$ cat src/rtl/conv_pkg.sv
// Shared types and parameter bounds for the convolution sequence controller.
package conv_pkg;

   typedef enum logic [3:0] {
      IDLE,
      IF_WAIT,
      IF_WR,
      KW_WAIT,
      KW_WR,
      CALC,
      DRAIN,
      READ,
      DONE
   } state_t;

   localparam int N_IF_MAX     = 4;
   localparam int N_KW_MAX     = 8;
   localparam int PIPE_LAT_MAX = 8;

   // Bank index must cover the larger of the two bank counts.
   localparam int BIDX_W  = $clog2(N_KW_MAX);
   localparam int DRAIN_W = $clog2(PIPE_LAT_MAX);

endpackage

$ cat src/rtl/conv_lat_pipe.sv
// Delay line that tracks the calculation-active flag through the datapath latency.
module conv_lat_pipe #(
   parameter int LAT = 3
) (
   input  logic clk,
   input  logic rst,
   input  logic clr,
   input  logic din,
   output logic tap_pre,
   output logic tap_last
);

   logic [LAT:1] d;
   logic [LAT:0] taps;

   assign taps = {d, din};

   always_ff @(posedge clk) begin
      if (rst || clr) begin
         d <= '0;
      end else begin
         d <= taps[LAT-1:0];
      end
   end

   assign tap_pre  = taps[LAT-1];
   assign tap_last = taps[LAT];

endmodule

$ cat src/rtl/conv_seq_ctrl.sv
// Frame sequencer: ifmap bank loads, kernel bank loads (optionally reused),
// calculation, datapath drain and result readout.
module conv_seq_ctrl
   import conv_pkg::*;
#(
   parameter int N_IF     = 2,
   parameter int N_KW     = 4,
   parameter int PIPE_LAT = 3,
   parameter int CNT_W    = 8
) (
   input  logic             clk,
   input  logic             rst,
   input  logic             in_st_ifmd,
   input  logic             ifmd_wr_done,
   input  logic             in_st_kw,
   input  logic             kw_is_5_5,
   input  logic             kw_wr_done,
   input  logic             calc_done,
   input  logic             ofmd_rd_done,
   input  logic             abort,
   input  logic             keep_kw,
   output logic [N_IF-1:0]  ifmd_ram_en,
   output logic [N_IF-1:0]  ifmd_wr,
   output logic [N_KW-1:0]  kw_ram_en,
   output logic [N_KW-1:0]  kw_wr,
   output logic             is_5x5,
   output logic             rd_enable,
   output logic             ofmd_wr_addr_en,
   output logic             ofmd_ram_en,
   output logic             ofmd_rd_en,
   output logic             out_st,
   output logic             ifmd_wr_state,
   output logic             kw_wr_state,
   output logic             busy,
   output logic [CNT_W-1:0] frame_cnt,
   output logic             err_proto
);

   state_t              state, next_state;
   logic [BIDX_W-1:0]   bidx, next_bidx;
   logic [DRAIN_W-1:0]  drain_cnt;
   logic                kw_valid, keep_kw_q, set_kw_valid;
   logic                drain_last, calc_ing, proto_err;
   logic                lat_pre, lat_last;

   assign calc_ing   = (state == CALC);
   assign drain_last = (state == DRAIN) && (drain_cnt == DRAIN_W'(PIPE_LAT - 1));
   assign proto_err  = (in_st_ifmd || in_st_kw) &&
                       (state inside {IF_WR, KW_WR, CALC, DRAIN, READ});

   // Abort returns to IDLE but deliberately keeps frame_cnt and the latched kernel size.
   always_ff @(posedge clk) begin
      if (rst) begin
         state     <= IDLE;
         bidx      <= '0;
         drain_cnt <= '0;
         kw_valid  <= 1'b0;
         keep_kw_q <= 1'b0;
         is_5x5    <= 1'b0;
         out_st    <= 1'b0;
         frame_cnt <= '0;
         err_proto <= 1'b0;
      end else if (abort) begin
         state     <= IDLE;
         bidx      <= '0;
         drain_cnt <= '0;
         kw_valid  <= 1'b0;
         keep_kw_q <= 1'b0;
         out_st    <= 1'b0;
         err_proto <= 1'b0;
      end else begin
         state     <= next_state;
         bidx      <= next_bidx;
         drain_cnt <= (state == DRAIN) ? drain_cnt + 1'b1 : '0;
         out_st    <= drain_last;
         if (set_kw_valid) kw_valid <= 1'b1;
         if (state == DONE) begin
            keep_kw_q <= keep_kw;
            frame_cnt <= frame_cnt + CNT_W'(1);
         end
         if (state == KW_WAIT && bidx == '0 && in_st_kw) is_5x5 <= kw_is_5_5;
         if (proto_err) err_proto <= 1'b1;
      end
   end

   // Done strobes are only honoured in their own state, so a coincident start cannot double-advance.
   always_comb begin
      next_state   = state;
      next_bidx    = bidx;
      set_kw_valid = 1'b0;
      case (state)
         IDLE: begin
            if (in_st_ifmd) begin
               next_state = IF_WR;
               next_bidx  = '0;
            end
         end
         IF_WAIT: begin
            if (in_st_ifmd) next_state = IF_WR;
         end
         IF_WR: begin
            if (ifmd_wr_done) begin
               if (bidx < BIDX_W'(N_IF - 1)) begin
                  next_state = IF_WAIT;
                  next_bidx  = bidx + 1'b1;
               end else begin
                  next_bidx  = '0;
                  next_state = (kw_valid && keep_kw_q) ? CALC : KW_WAIT;
               end
            end
         end
         KW_WAIT: begin
            if (in_st_kw) next_state = KW_WR;
         end
         KW_WR: begin
            if (kw_wr_done) begin
               if (bidx < BIDX_W'(N_KW - 1)) begin
                  next_state = KW_WAIT;
                  next_bidx  = bidx + 1'b1;
               end else begin
                  next_state   = CALC;
                  next_bidx    = '0;
                  set_kw_valid = 1'b1;
               end
            end
         end
         CALC: begin
            if (calc_done) next_state = DRAIN;
         end
         DRAIN: begin
            if (drain_last) next_state = READ;
         end
         READ: begin
            if (ofmd_rd_done) next_state = DONE;
         end
         DONE: begin
            next_state = IF_WAIT;
            next_bidx  = '0;
         end
         default: begin
            next_state = IDLE;
            next_bidx  = '0;
         end
      endcase
   end

   always_comb begin
      ifmd_wr = '0;
      kw_wr   = '0;
      for (int i = 0; i < N_IF; i++) ifmd_wr[i] = (state == IF_WR) && (bidx == BIDX_W'(i));
      for (int i = 0; i < N_KW; i++) kw_wr[i] = (state == KW_WR) && (bidx == BIDX_W'(i));
      ifmd_ram_en = ifmd_wr | {N_IF{calc_ing}};
      kw_ram_en   = kw_wr | {N_KW{calc_ing}};
   end

   conv_lat_pipe #(
      .LAT (PIPE_LAT)
   ) u_lat_pipe (
      .clk      (clk),
      .rst      (rst),
      .clr      (abort),
      .din      (calc_ing),
      .tap_pre  (lat_pre),
      .tap_last (lat_last)
   );

   assign rd_enable       = calc_ing;
   assign ofmd_wr_addr_en = lat_pre;
   assign ofmd_ram_en     = lat_last || (state == DRAIN) || (state == READ);
   assign ofmd_rd_en      = (state == READ);
   assign ifmd_wr_state   = (state == IF_WR);
   assign kw_wr_state     = (state == KW_WR);
   assign busy            = (state != IDLE);

endmodule

$ cat config.mk
export PLATFORM = sky130hd
export DESIGN_NAME = conv_seq_ctrl
export DESIGN_NICKNAME = d
export VERILOG_FILES = /design/src/rtl/conv_pkg.sv /design/src/rtl/conv_lat_pipe.sv /design/src/rtl/conv_seq_ctrl.sv
export SDC_FILE = /design/constraint.sdc
export NUM_CORES = 1
export LEC_CHECK = 0
export CORE_MARGIN = 2
export CORE_UTILIZATION = 52
export CTS_CLUSTER_DIAMETER = 100
export CTS_CLUSTER_SIZE = 20
export DETAILED_ROUTE_END_ITERATION = 16
export PLACE_DENSITY = 0.86
export REMOVE_ABC_BUFFERS = 1
export SLEW_MARGIN = 20
export SYNTH_ARGS = -nofsm -noshare
export SYNTH_HDL_FRONTEND = slang
export SYNTH_SLANG_ARGS = --single-unit
$ cat constraint.sdc
create_clock -name clk -period 3.1 [get_ports clk]
set_input_delay 0.31 -clock clk [delete_from_list [all_inputs] [get_ports clk]]
set_output_delay 0.31 -clock clk [all_outputs]
set_load 0.03 [all_outputs]
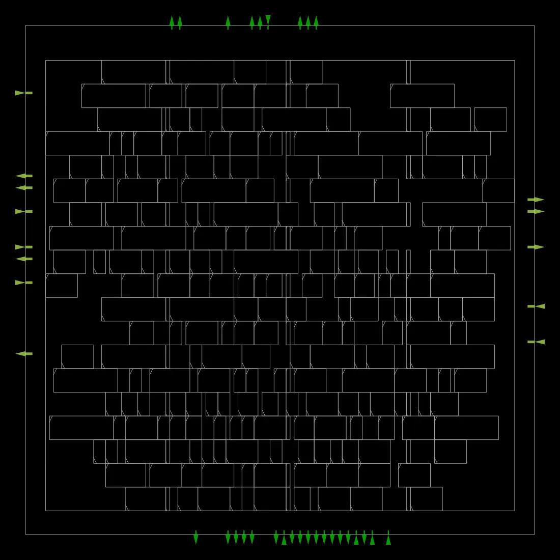
**Above:** run 1 (cell outlines without signal wires).
Core Footprint: 0.00278 sq mm
share of the final layout cell area in sequential cells: 26.9%

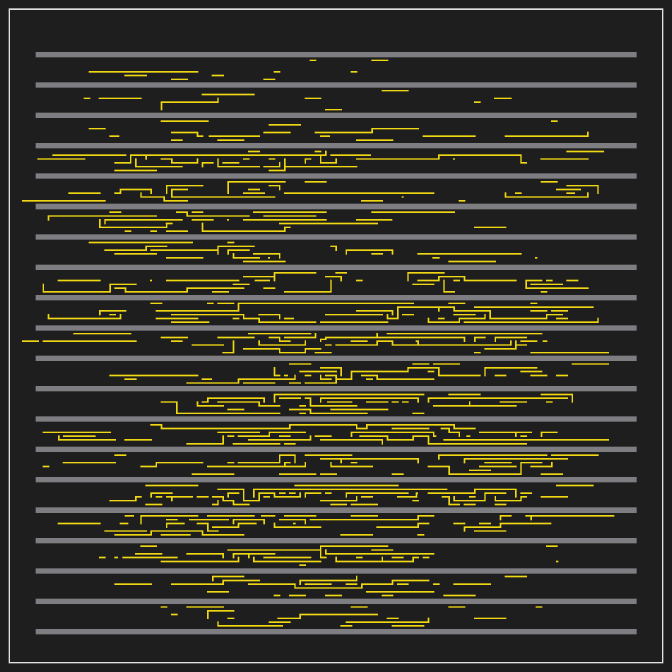
**Above:** run 1 (M1 wires).
Supply wires on this layer in grey.
longest straight run: 17.5 um
share of all routed wire: 47%
wire length on this layer: 1550 um
wirelength, routed: 3320 um
vias after detailed routing: 1315
GR Layer Usage met1: 28.7%

==> results.txt, run 1 <==
Status of the implementation.

- According to the floorplan report, the die width is 58.4 um.
- The largest incremental delay on the critical path is 0.70 ns, for reference.
- Hold analysis lists the worst path endpoint as u_lat_pipe.d[2]$_SDFF_PP0_.
- Ranking logic cells in the layout by count gives the top entries 40 x sky130_fd_sc_hd__clkdlybuf4s50_1, 29 x sky130_fd_sc_hd__nor2_1, 26 x sky130_fd_sc_hd__dfxtp_1, 15 x sky130_fd_sc_hd__nand2_1, 9 x sky130_fd_sc_hd__inv_1.
- Of the post-synthesis cell area, the dominant cell type holds about a third.
- Data arrives at the worst endpoint at 2.58 ns.
- Among the non-sequential cells, simple AND/OR/NAND/NOR gates take the most area.
- The number of nets still failing antenna checks after routing is 0, for reference.
- Grouping stages by cell kind, the critical path spends the most delay in buffers and inverters.
- The number of unique standard cell types used by synthesis is 47, for reference.
- The main area contributors are sky130_fd_sc_hd__dfxtp_1 34%, sky130_fd_sc_hd__nor2_1 7.1%, sky130_fd_sc_hd__ha_1 6.5%.
- The placed instance area is 0.00191 sq mm, for reference.
- The synthesis run shows multiplexers occupying around 5.2% of the cell area.
- The warning count from the yosys run is 0, for reference.
- The worst register-to-register path ends at state[0]$_SDFFE_PP0P_.
- The wire length of the first global-routing pass is 5460 um, for reference.
- In the global route stage, met3 resource usage came out at under 10%.
- The finished layout reports a core utilization of 69.5%.
- Clock tree buffers and inverters occupy under 10% of the routed design's cell area.
- In this run, the clock network consumes 24.8% of the power.
- In this run the critical path is formed by nor2b_4 > nand2_1 > inv_2 > and3_1 > or2_1 > clkdlybuf4s50_1.
- The worst register-to-register path has a setup slack of 1.18 ns.
- From bottom edge to top edge, the die measures 58.4 um.
- The average size of a mapped cell is roughly 8.5 sq um, for reference.
- The worst setup path startpoint is state[2]$_SDFFE_PP0P_, for reference.
- Post-CTS repair changed the size of 0 cells.
- After clock tree synthesis, the setup repair step added 0 buffers.
- Non-clock inverters in the final layout number 11.
- The area fraction in xor and xnor cells is 6.26%, for reference.
- TritonCTS built the clock tree.
- The number of antenna diodes in the final layout is 0.
- Summed over the clock group, the power is around 0.14 mW.
- Per the post-synthesis report, the number of cells in the design is 181.
- In the final layout, flip-flops and latches occupy 520 sq um.
- The share of total power dissipated in sequential elements is approximately 63%.
- The number of signal-net buffers in the layout is around 40, for reference.
- The highest routing layer actually used is met4, for reference.
- The setup skew after layout is 0.00509 ns, for reference.
- The launch point of the worst min-delay path is recorded as u_lat_pipe.d[1]$_SDFF_PP0_.
- According to the I/O placement log, the pin count is 41.
- The worst ir drop on vdd is 0.329 mV, for reference.
- The top logic cell by instance count in the layout is sky130_fd_sc_hd__clkdlybuf4s50_1, for reference.
- The flow ran to the end, and the final reports show no timing, DRC or antenna violations.
- The maximum fanout encountered on the critical timing path is 17, for reference.
- The slew check shows that the tightest pin keeps a relative margin of 60.3%.
- The critical path depth in cells is 6, for reference.
- The power report shows net switching accounting for 23.9% of the total.
- The post-synthesis simple-gate area fraction is 28.5%, for reference.
- The sequential logic power is 0.341 mW, for reference.
- In this run the deepest clock path goes through 2 buffers.
- The congestion estimate from routability-driven global placement came to 0.884.
- The fraction of area in multi-input gates is 47.0%, for reference.
- The number of I/O port buffers is 40, for reference.
- In this run, the synthesized area fraction spent on adder and majority cells is recorded as between 6 and 7%.
- Sorting the Yosys area breakdown by cell type puts at the top sky130_fd_sc_hd__dfxtp_1.
- Global routing used 32.7% of the available met2 tracks.
- The type of the worst setup path is reg2out, for reference.
- The static leakage is 0.739 nW, for reference.
- The script logs the ratio of routed vias to standard cells as 5.32.
- In the Yosys report, the sequential cells make up 33.8% of the chip area.
- The endpoint class of the critical path is a primary output, for reference.
- The cell-mix breakdown from Yosys lists the compound-gate area share as 12.5%.
- Per the placement report, the placed cell count is 244.
- For this design, the slowest cell found on the critical path is sky130_fd_sc_hd__dfxtp_1.
- The destination of the critical timing path is kw_ram_en[2], for reference.
- The effective utilization at floorplan is 55.3%, for reference.
- The count of cells in the finished layout, fillers not included, comes to 247.
- Wire segments on met3 add up to 154 um in the final route.
- Setup slack closes at 0.211 ns.
- The share of post-route cells with drive strength above 1 is 7.87%, for reference.
- The residual overflow from global routing is 0, for reference.
- From the final report, the count of setup violators was given as 0.
- The proportion of power drawn by combinational gates is 12.7%, for reference.
- Power comes to 0.545 mW.
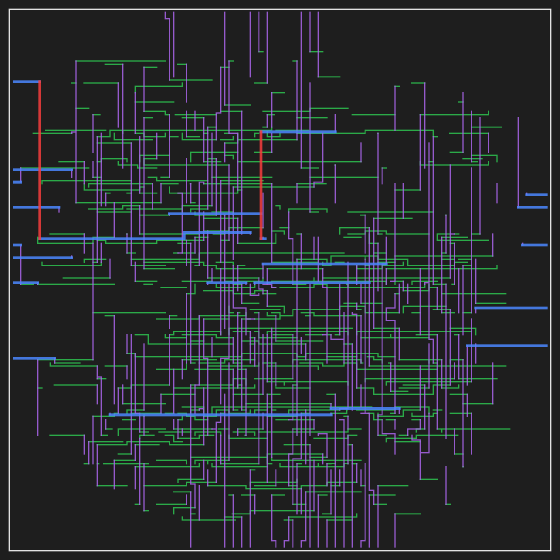
**Above:** run 1 (wiring by layer).
legend:
  met2:
    colour: purple
    wire_length: 1590 um
  met3:
    colour: blue
    wire_length: 155 um
  met4:
    colour: red
    wire_length: 28.6 um
  met1:
    colour: green
    wire_length: 1550 um
total routing usage reported by global routing: 20.6%
average wire length per cell after detail routing: 13.5 um

**Run 1: placed cells, one colour a class**

Scale bar: 20 um. Fill, decap, tap and diode cells in grey.
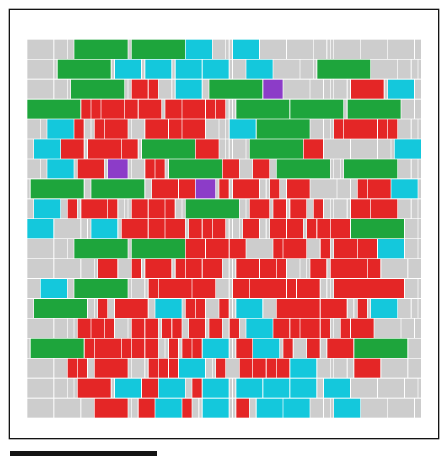

==> run 2: changes to the inputs <==
--- a/config.mk
+++ b/config.mk
@@ -5,6 +5,7 @@
 export SDC_FILE = /design/constraint.sdc
 export NUM_CORES = 1
 export LEC_CHECK = 0
+export CORE_ASPECT_RATIO = 1.2
 export CORE_MARGIN = 2
 export CORE_UTILIZATION = 52
 export CTS_CLUSTER_DIAMETER = 100
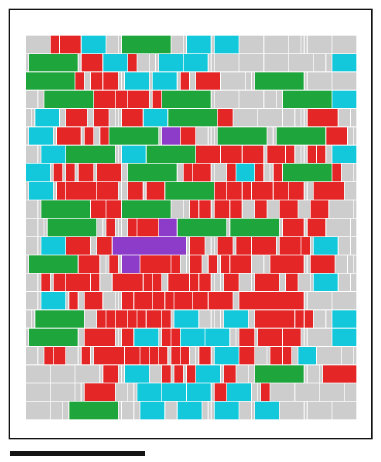
**Above:** run 2 (placed cells, one colour a class).
Scale bar: 20 um. Fill, decap, tap and diode cells in grey.
legend:
  all other logic:
    colour: red
    cells: 147
  other buffers and delay cells:
    colour: cyan
    cells: 42
  flip-flops:
    colour: green
    cells: 26
  clock drivers and dummy loads:
    colour: purple
    cells: 4
Core Footprint: 0.00281 sq mm
post-layout instance area: 0.00198 sq mm

==> run 2 against run 1 <==
  * Wire length up 14%
  * Clock power grew 71%
  * Global-route usage is 4.4 points higher
  * Combinational power up 3.9%
  * Sequential power barely moved
  * First-iteration DRC count rose by 4.8%
  * Sequential share of layout area down 0.66 points
  * Synthesized area unchanged
==> results.txt, run 2 <==
Status of the implementation.

- The final layout report lists a filler cell count of 227.
- The part of the power in registers is between 50% and 60%, for reference.
- Ranked by total area, the top cell class in this layout is logic gates.
- The number of sequential cells is 26, for reference.
- The STA report counts the stages on the worst setup path as 6.
- In the synthesized netlist, mux cells make up 5.20% of the area.
- The switching power is 0.144 mW, for reference.
- The number of nets still failing antenna checks after routing is 0, for reference.
- In the final layout, the multi-input gates occupy 908 sq um.
- After layout, the minimum clock period comes to 2.77 ns.
- By instance count, the leading cell after synthesis is sky130_fd_sc_hd__nor2_1.
- In this run the most used layer during global routing was met2.
- 41 I/O pins were placed.
- The clock tree from TritonCTS is done, for reference.
- The floorplan step set the die width to 53.7 um.
- The type of the worst setup path is reg2out, for reference.
- The post-synthesis simple-gate area fraction is 28.5%, for reference.
- Per the CTS log, the buffer count on the longest clock path is 2.
- For this sky-water flow run, the detailed-routed wirelength per cell is reported as ~15 um.
- The clock transition at the registers of the reported paths is 0.14 ns, for reference.
- The final total negative setup slack is 0 ns, for reference.
- The final report gives the core utilization as 70.4%.
- The worst hold path terminates at err_proto$_SDFFE_PP0P_.
- Per STA, the worst path accumulates the most delay in the family simple AND/OR/NAND/NOR gates.
- In the final layout, flip-flops and latches occupy 520 sq um.
- The setup skew after layout is 0.00424 ns, for reference.
- Across all layers, the routed design uses 1427 vias.
- The most common logic cell in the final layout is sky130_fd_sc_hd__clkdlybuf4s50_1.
- In the layout the commonest cells are 40 x sky130_fd_sc_hd__clkdlybuf4s50_1, 29 x sky130_fd_sc_hd__nor2_1, 26 x sky130_fd_sc_hd__dfxtp_1, 15 x sky130_fd_sc_hd__nand2_1, 9 x sky130_fd_sc_hd__inv_1.
- The number of antenna diodes in the final layout is 0.
- The net switching share of the total power is between 20% and 30%, for reference.
- The worst max-slew margin expressed relative to the limit is 60.9%, for reference.
- The worst ir drop on vdd is 0.435 mV, for reference.
- Per the layout area report, the sequential fraction of cell area is 26.3%.
- The static leakage is about 0.76 nW, for reference.
- Once iteration 0 of detailed routing completed, the report listed 44 DRC markers.
- The worst path setup slack after routing is 0.331 ns, for reference.
- The critical path's slowest stage uses the library cell sky130_fd_sc_hd__dfxtp_1.
- The clock buffer and inverter area fraction after layout is about 2.7%, for reference.
- The highest routing layer actually used is met4, for reference.
- Port buffering added 40 buffers.
- The first global-routing pass estimated 6300 um of wire.
- The transition time of the tightest slew-check pin is 0.585 ns, for reference.
- The clock buffer count is 3, for reference.
- Looking at the reg2reg group, the worst path ends at state[1]$_SDFFE_PP0P_.
- The total power is 0.644 mW, for reference.
- Summed over its instances, the top area cell type makes up 33.8% of the synthesized netlist area.
- The routed design shows a via density per instance of 5.64.
- In this run the worst path has a maximum fanout of 14.
- The placed instance area is 0.00193 sq mm, for reference.
- The vertical extent of the die is 63.6 um, for reference.
- The number of buffers added for setup after CTS is 0, for reference.
- The clock network power is 0.231 mW, for reference.
- The final weighted congestion in routability-driven placement is 0.890, for reference.
- The worst setup path startpoint is state[1]$_SDFFE_PP0P_, for reference.
- For reference, the top logic cell family by area is simple AND/OR/NAND/NOR gates.
- For this run, the leading register cell type out of synthesis is sky130_fd_sc_hd__dfxtp_1.
- Sorting the synthesized cells by how often they occur yields 29 x sky130_fd_sc_hd__nor2_1, 26 x sky130_fd_sc_hd__dfxtp_1, 15 x sky130_fd_sc_hd__nand2_1, 9 x sky130_fd_sc_hd__inv_1.
- The flow ran to the end, and the final reports show no timing, DRC or antenna violations.
- Hold analysis shows the worst path with a depth of 2.
- The number of signal-net buffers in the layout is around 42, for reference.
- The clock network latency to the later pin of the worst-skew pair is 0.32 ns, for reference.
- The maximum level of the CTS H-tree is 1, for reference.
- The flow reports power dissipated in sequential cells as ~0.34 mW.
- The non-clock inverter count in the final layout is 11, for reference.
- The half-perimeter wire length of the detailed placement result is about 2900 um, for reference.
- The residual overflow from global routing is 0, for reference.
- The largest registers in the layout are frame_cnt: 8 flops, state: 4 flops.
- The power report attributes to the combinational group a share of ~11%.
- The warning count from the yosys run is 0, for reference.
- Per the final layout report, the fraction of cells sized above drive strength 1 comes to 9.13%.
- The total of hold buffers inserted after clock tree synthesis is 0, for reference.
- The number of instances resized during post-cts repair is 0, for reference.
- In this run the critical path is formed by nor2b_4 > nand2_1 > inv_2 > and3_1 > or2_1 > clkdlybuf4s50_1.
- Yosys mapped a number of flops with a built-in enable equal to 0.
- The cell taking the most area after synthesis is sky130_fd_sc_hd__dfxtp_1, for reference.
- The fraction of met3 tracks used by global routing is 4.03%, for reference.
- The routed design uses 2020 um of met2 wire.
- The detailed-route wire length is 3810 um, for reference.
- Per Yosys stat, the portion of area used by sequential elements is 33.8%.
- The finished layout holds 253 standard cells, fillers aside.
- The synthesized design contains 26 register bits.
- The synthesized netlist devotes 6.50% of its cell area to adder and majority cells.
- The hold path startpoint is err_proto$_SDFFE_PP0P_, for reference.
- The clock network burns 35.9% of the power.
- The worst setup path is launched from a flip-flop.
- The total setup violations reported at the end of the flow is 0, for reference.
- The initial antenna violation count came to 0.
- The number of placed instances, taps included, is 249.
- The endpoint class of the critical path is a primary output, for reference.
- Wire segments on met3 add up to 227 um in the final route.
- Entering global routing, the biggest net connects 17 pins.
- The destination of the critical timing path is kw_ram_en[2], for reference.
- A synthesized cell averages 8.50 sq um.
- The largest incremental delay on the critical path is between 0.7 and 0.8 ns, for reference.
- The number of flip-flops under the largest register name is 8, for reference.
- Before placement the cells fill between 50% and 60% of the core.
- Overall routing resource usage recorded by global route was roughly 25%.
- The data arrival time reported for the critical path is 2.46 ns.
- Per the synthesis report, the AND-OR/OR-AND share of the synthesized area is about an eighth.
- The gate count after technology mapping is 181, for reference.
- The number of unique standard cell types used by synthesis is between 40 and 50, for reference.
- The worst register-to-register path has a setup slack of 1.24 ns.
- The area fraction in xor and xnor cells is 6.26%, for reference.
- Sorting the synthesized cells by area gives the leading types as sky130_fd_sc_hd__dfxtp_1 34%, sky130_fd_sc_hd__nor2_1 7.1%, sky130_fd_sc_hd__ha_1 6.5%.
- In the final layout, multi-input gates take up 45.9% of the cell area.
- In the global route stage, met2 resource usage came out at approximately two fifths.
- The number of logic gates is 136, for reference.
- The met1 global-route usage is 30.2%, for reference.
Power and IR drop assume default switching activity.
